--- config.mk ---
export PLATFORM = sky130hd
export DESIGN_NAME = shared_port_arbiter_flat
export DESIGN_NICKNAME = d
export VERILOG_FILES = /design/src/rtl/shared_port_arbiter_if.sv /design/src/rtl/shared_port_arbiter.sv /design/src/flat_wrapper.sv
export SDC_FILE = /design/constraint.sdc
export NUM_CORES = 1
export LEC_CHECK = 0
export CORE_ASPECT_RATIO = 2
export CORE_UTILIZATION = 27
export CTS_CLUSTER_SIZE = 25
export DETAILED_ROUTE_END_ITERATION = 10
export PLACE_DENSITY = 0.76
export SYNTH_ARGS = -nofsm -noshare
export SYNTH_HDL_FRONTEND = slang
export SYNTH_SLANG_ARGS = --single-unit
export TNS_END_PERCENT = 5
--- constraint.sdc ---
create_clock -name clk -period 1.3 [get_ports clk]
set_input_delay 0.325 -clock clk [delete_from_list [all_inputs] [get_ports clk]]
set_output_delay 0.325 -clock clk [all_outputs]
set_load 0.01 [all_outputs]
--- src/rtl/shared_port_arbiter_if.sv ---
// Bundles the two requesters, the shared memory port and the per-requester
// grant/done/err feedback into a single connection.
interface shared_port_arbiter_if #(
    parameter int WIDTH = 32
);
    logic             req0;
    logic [WIDTH-1:0] addr0;
    logic             req1;
    logic [WIDTH-1:0] addr1;
    logic             gnt0;
    logic             gnt1;
    logic             done0;
    logic             done1;
    logic             err;
    logic             mem_valid;
    logic [WIDTH-1:0] mem_addr;
    logic             mem_ready;

    // Requesters and memory model side.
    modport master (
        output req0, addr0, req1, addr1, mem_ready,
        input  gnt0, gnt1, done0, done1, err, mem_valid, mem_addr
    );

    // Arbiter side.
    modport slave (
        input  req0, addr0, req1, addr1, mem_ready,
        output gnt0, gnt1, done0, done1, err, mem_valid, mem_addr
    );
endinterface

--- src/rtl/shared_port_arbiter.sv ---
// Two-requester arbiter for the shared sail-core memory port
// (req0 = instruction fetch, req1 = data access), with a watchdog that
// aborts any transaction the memory never acknowledges.
//
// state | meaning
// ------+---------------------------------------------------------------
// IDLE  | port free; requests sampled and arbitrated on the next edge
// OWN   | port granted to requester sel; waiting for mem_ready/timeout

module mux2to1 #(
    parameter int WIDTH = 32
) (
    input  logic             sel,
    input  logic [WIDTH-1:0] a0,
    input  logic [WIDTH-1:0] a1,
    output logic [WIDTH-1:0] y
);
    assign y = sel ? a1 : a0;
endmodule

module shared_port_arbiter #(
    parameter int WIDTH   = 32,
    parameter int FAIR    = 1,
    parameter int TIMEOUT = 255
) (
    input  logic                 clk,
    input  logic                 reset,
    shared_port_arbiter_if.slave bus
);
    typedef enum logic {
        S_IDLE = 1'b0,
        S_OWN  = 1'b1
    } state_t;

    // The watchdog fires on the edge where the counter already shows
    // TIMEOUT-1, so the owner gets exactly TIMEOUT cycles in OWN.
    localparam logic [7:0] WD_LAST = 8'(TIMEOUT - 1);

    state_t     state;
    logic       sel;
    logic       last_owner;
    logic [7:0] wd_cnt;
    logic       gnt0_q;
    logic       gnt1_q;
    logic       done0_q;
    logic       done1_q;
    logic       err_q;
    logic       mem_valid_q;
    logic       win;
    logic [WIDTH-1:0] mux_y;

    // Arbitration winner for the current IDLE cycle.
    always_comb begin
        win = 1'b0;
        if (bus.req1 && !bus.req0) begin
            win = 1'b1;
        end else if (bus.req1 && bus.req0 && (FAIR != 0)) begin
            win = !last_owner;
        end
    end

    // Arbiter FSM with registered grant/done/err/valid outputs.
    always_ff @(posedge clk) begin
        if (reset) begin
            state       <= S_IDLE;
            sel         <= 1'b0;
            last_owner  <= 1'b1;
            wd_cnt      <= 8'd0;
            gnt0_q      <= 1'b0;
            gnt1_q      <= 1'b0;
            done0_q     <= 1'b0;
            done1_q     <= 1'b0;
            err_q       <= 1'b0;
            mem_valid_q <= 1'b0;
        end else begin
            done0_q <= 1'b0;
            done1_q <= 1'b0;
            err_q   <= 1'b0;
            unique case (state)
                S_IDLE: begin
                    if (bus.req0 || bus.req1) begin
                        state       <= S_OWN;
                        sel         <= win;
                        gnt0_q      <= !win;
                        gnt1_q      <= win;
                        mem_valid_q <= 1'b1;
                        wd_cnt      <= 8'd0;
                    end
                end
                S_OWN: begin
                    if (bus.mem_ready || (wd_cnt == WD_LAST)) begin
                        // mem_ready takes precedence over a coincident timeout.
                        done0_q     <= bus.mem_ready && !sel;
                        done1_q     <= bus.mem_ready && sel;
                        err_q       <= !bus.mem_ready;
                        state       <= S_IDLE;
                        last_owner  <= sel;
                        wd_cnt      <= 8'd0;
                        gnt0_q      <= 1'b0;
                        gnt1_q      <= 1'b0;
                        mem_valid_q <= 1'b0;
                    end else begin
                        wd_cnt <= wd_cnt + 8'd1;
                    end
                end
                default: begin
                    state <= S_IDLE;
                end
            endcase
        end
    end

    mux2to1 #(
        .WIDTH(WIDTH)
    ) u_addr_mux (
        .sel(sel),
        .a0 (bus.addr0),
        .a1 (bus.addr1),
        .y  (mux_y)
    );

    assign bus.mem_addr  = mux_y;
    assign bus.gnt0      = gnt0_q;
    assign bus.gnt1      = gnt1_q;
    assign bus.done0     = done0_q;
    assign bus.done1     = done1_q;
    assign bus.err       = err_q;
    assign bus.mem_valid = mem_valid_q;
endmodule
--- src/flat_wrapper.sv ---
// flat-port wrapper written by rule: the top's interface ports become plain ports
module shared_port_arbiter_flat 
#(
    parameter int WIDTH   = 32,
    parameter int FAIR    = 1,
    parameter int TIMEOUT = 255
)
  (clk, reset, bus_req0, bus_addr0, bus_req1, bus_addr1, bus_mem_ready, bus_gnt0, bus_gnt1, bus_done0, bus_done1, bus_err, bus_mem_valid, bus_mem_addr);
  shared_port_arbiter_if #(.WIDTH(WIDTH)) bus_i ();
  input  logic clk;
  input  logic reset;
  input wire logic [$bits(bus_i.req0)-1:0] bus_req0;
  input wire logic [$bits(bus_i.addr0)-1:0] bus_addr0;
  input wire logic [$bits(bus_i.req1)-1:0] bus_req1;
  input wire logic [$bits(bus_i.addr1)-1:0] bus_addr1;
  input wire logic [$bits(bus_i.mem_ready)-1:0] bus_mem_ready;
  output wire logic [$bits(bus_i.gnt0)-1:0] bus_gnt0;
  output wire logic [$bits(bus_i.gnt1)-1:0] bus_gnt1;
  output wire logic [$bits(bus_i.done0)-1:0] bus_done0;
  output wire logic [$bits(bus_i.done1)-1:0] bus_done1;
  output wire logic [$bits(bus_i.err)-1:0] bus_err;
  output wire logic [$bits(bus_i.mem_valid)-1:0] bus_mem_valid;
  output wire logic [$bits(bus_i.mem_addr)-1:0] bus_mem_addr;
  assign bus_i.req0 = bus_req0;
  assign bus_i.addr0 = bus_addr0;
  assign bus_i.req1 = bus_req1;
  assign bus_i.addr1 = bus_addr1;
  assign bus_i.mem_ready = bus_mem_ready;
  assign bus_gnt0 = bus_i.gnt0;
  assign bus_gnt1 = bus_i.gnt1;
  assign bus_done0 = bus_i.done0;
  assign bus_done1 = bus_i.done1;
  assign bus_err = bus_i.err;
  assign bus_mem_valid = bus_i.mem_valid;
  assign bus_mem_addr = bus_i.mem_addr;
  shared_port_arbiter #(.WIDTH(WIDTH), .FAIR(FAIR), .TIMEOUT(TIMEOUT)) u_core (.clk(clk), .reset(reset), .bus(bus_i));
endmodule
Figure 1. M3 wires.
The bar under the picture is 10 um long. Cells faint in the background.
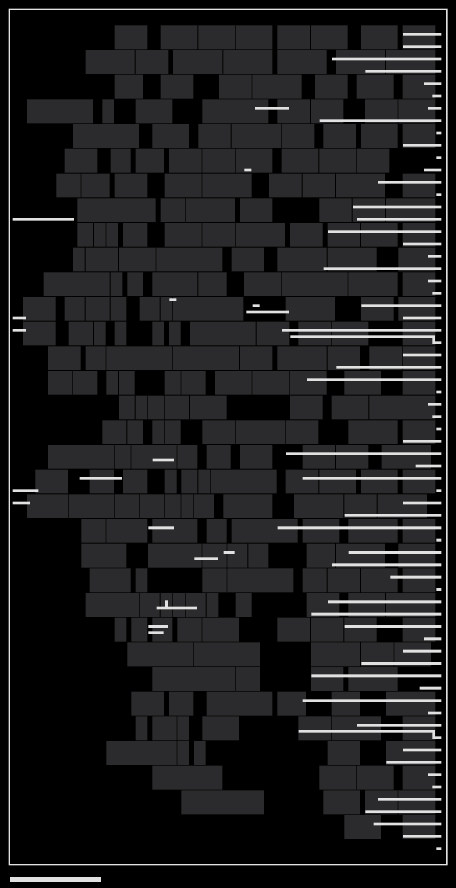
main direction = horizontal
wire length on this layer = 471 um
total detailed-routing wirelength: 5340 um
global routing usage on met3: 3.462%
via total after detailed routing: 1551

Figure 2. M2 wires.
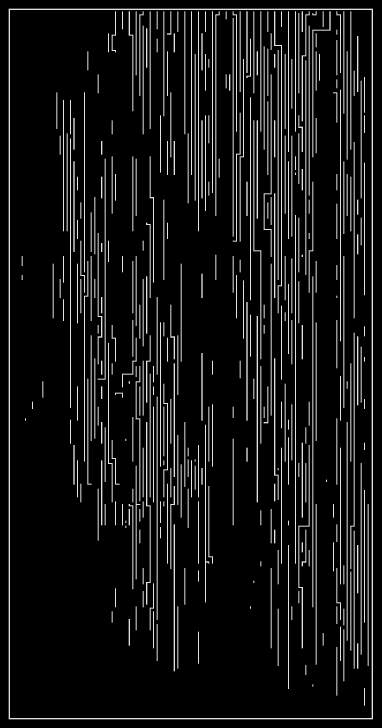
share of all routed wire = 56%
longest straight run = 46.2 um
met2 track utilization from global routing: 41.78%

==> critical path: cells and delay by family (launching register included) <==
family	cells	cell delay (ns)
mux	1	0.32
buf+inv	3	0.39
flops	1	0.36
==> cell type report <==
| class | instances | area [um^2] | area share (%) |
|---|---|---|---|
| clock buffer | 4 | 45.04 | 1.593 |
| inverter | 3 | 11.26 | 0.3982 |
| multi-input combinational | 101 | 960.9 | 33.98 |
| sequential | 17 | 347.8 | 12.30 |
| tap | 52 | 65.06 | 2.301 |
| timing repair buffer | 135 | 1398 | 49.42 |
==> stage by stage <==
| stage | instance area [um^2] | util, % | setup slack, ns | instances |
|---|---|---|---|---|
| after floorplan | 1171 | - | -0.03094 | 127 |
| after global placement | 2425 | 59.32 | -0.5293 | 299 |
| after detailed placement | 2425 | 59.32 | -0.5303 | 299 |
| after CTS | 2824 | 69.08 | -0.4426 | 314 |
| after global routing | 2828 | 69.18 | -0.3590 | 312 |
| final | 2828 | 69.18 | -0.3501 | 312 |
==> final timing paths <==
path | startpoint | end | slack [ns] | cells after the start
setup reg to reg | u_core.wd_cnt[0] | u_core.wd_cnt[4] | -0.03 | 6
hold / removal | bus_mem_ready | u_core.bus.err | 0.40 | 3
setup / recovery | u_core.sel | bus_mem_addr[25] | -0.35 | 4
hold reg to reg | u_core.bus.gnt1 | u_core.bus.gnt1 | 0.48 | 2
==> synth_stat cells, types with 2 or more instances <==
cell       n  area [um^2]
mux2i_1    2        20.02
clkbuf_1   2        7.510
buf_2      4        20.02
inv_1      3        11.26
ha_1       2        25.02
nand2_1   11        41.29
dfxtp_1   17        340.3
mux2_2    32        360.4
nor2_1    10        37.54
a21oi_1    5        25.02
nand2b_1   4        25.02
nand3_1    7        35.03
or3_1      2        12.51
nor3b_1    2        15.01
a31oi_1    5        31.28
nor3_1     4        20.02
==> routing by layer <==
| layer | part of all wire (%) | vias to the layer above | wire (um) |
|---|---|---|---|
| li1 | - | 726 | - |
| met1 | 34 | 726 | 1791 |
| met2 | 56 | 90 | 2986 |
| met3 | 8.8 | 9 | 470 |
| met4 | 1.7 | 0 | 92 |
| met5 | 0 | - | 0 |
==> where the power goes <==
group / total [uW] / internal, uW / switching [uW] / leakage, uW
combinational: 892 / 592 / 300 / 0.00104
sequential: 552 / 540 / 12.4 / 0.000141
clock: 401 / 218 / 184 / 0.0000228
total: 1850 / 1350 / 496 / 0.00121
==> cells by family (layout without fill, tap and decap cells) <==
family                   count (synthesis)  count (layout)  synth area share (%)
flip-flops                              17              17                 29.69
adder cells (fa/ha/maj)                  2               2                 2.183
AND-OR/OR-AND                           17              17                 9.498
multiplexers                            34              34                 33.19
AND/OR/NAND/NOR                         48              48                 22.05
buffers and inverters                    9             142                 3.385
==> repair_timing <==
| item | in CTS | in global routing |
|---|---|---|
| pin swaps | 3 | 5 |
| setup endpoints to repair | 50 | 43 |
| cloned | 3 | 0 |
| buffers inserted | 9 | 1 |
| resized | 209 | 21 |
==> run summary <==
Quick summary of the implementation run below.

The count of yosys warnings during synthesis is 0. The starting density of the core is 28.04%. Per the synth log, the flip-flop and latch total comes to 17. As reported, the later end of the worst-skew pair has a clock insertion delay of 0.25 ns. The time the final worst path needs with I/O delays and setup is 1.650 ns. TritonCTS reports the number of clock sinks as 17. The power report puts the leakage power at 0.001208 uW. The die outline width came out at 48.07 um. The via count of the first global-routing pass is 1484.

The wire length of the first global-routing pass came out at 6817 um. The final reports fail on negative setup slack. Setup violations remaining at the end of the flow were counted as 37. The final worst-path setup slack came out at -0.3501 ns.

The run finished, with violations left. The peak fanout along the critical path is 6. After detailed routing, the number of remaining DRC violations is 0. The largest register by flop count is u_core.wd_cnt. The worst setup path is launched from a flop. The count of endpoints failing hold in the final timing report is 0. The detail-routed via count per cell came out at 4.971. The unique cell type count in the Yosys netlist came out at 31.
Power is estimated from default activity; no workload was simulated.
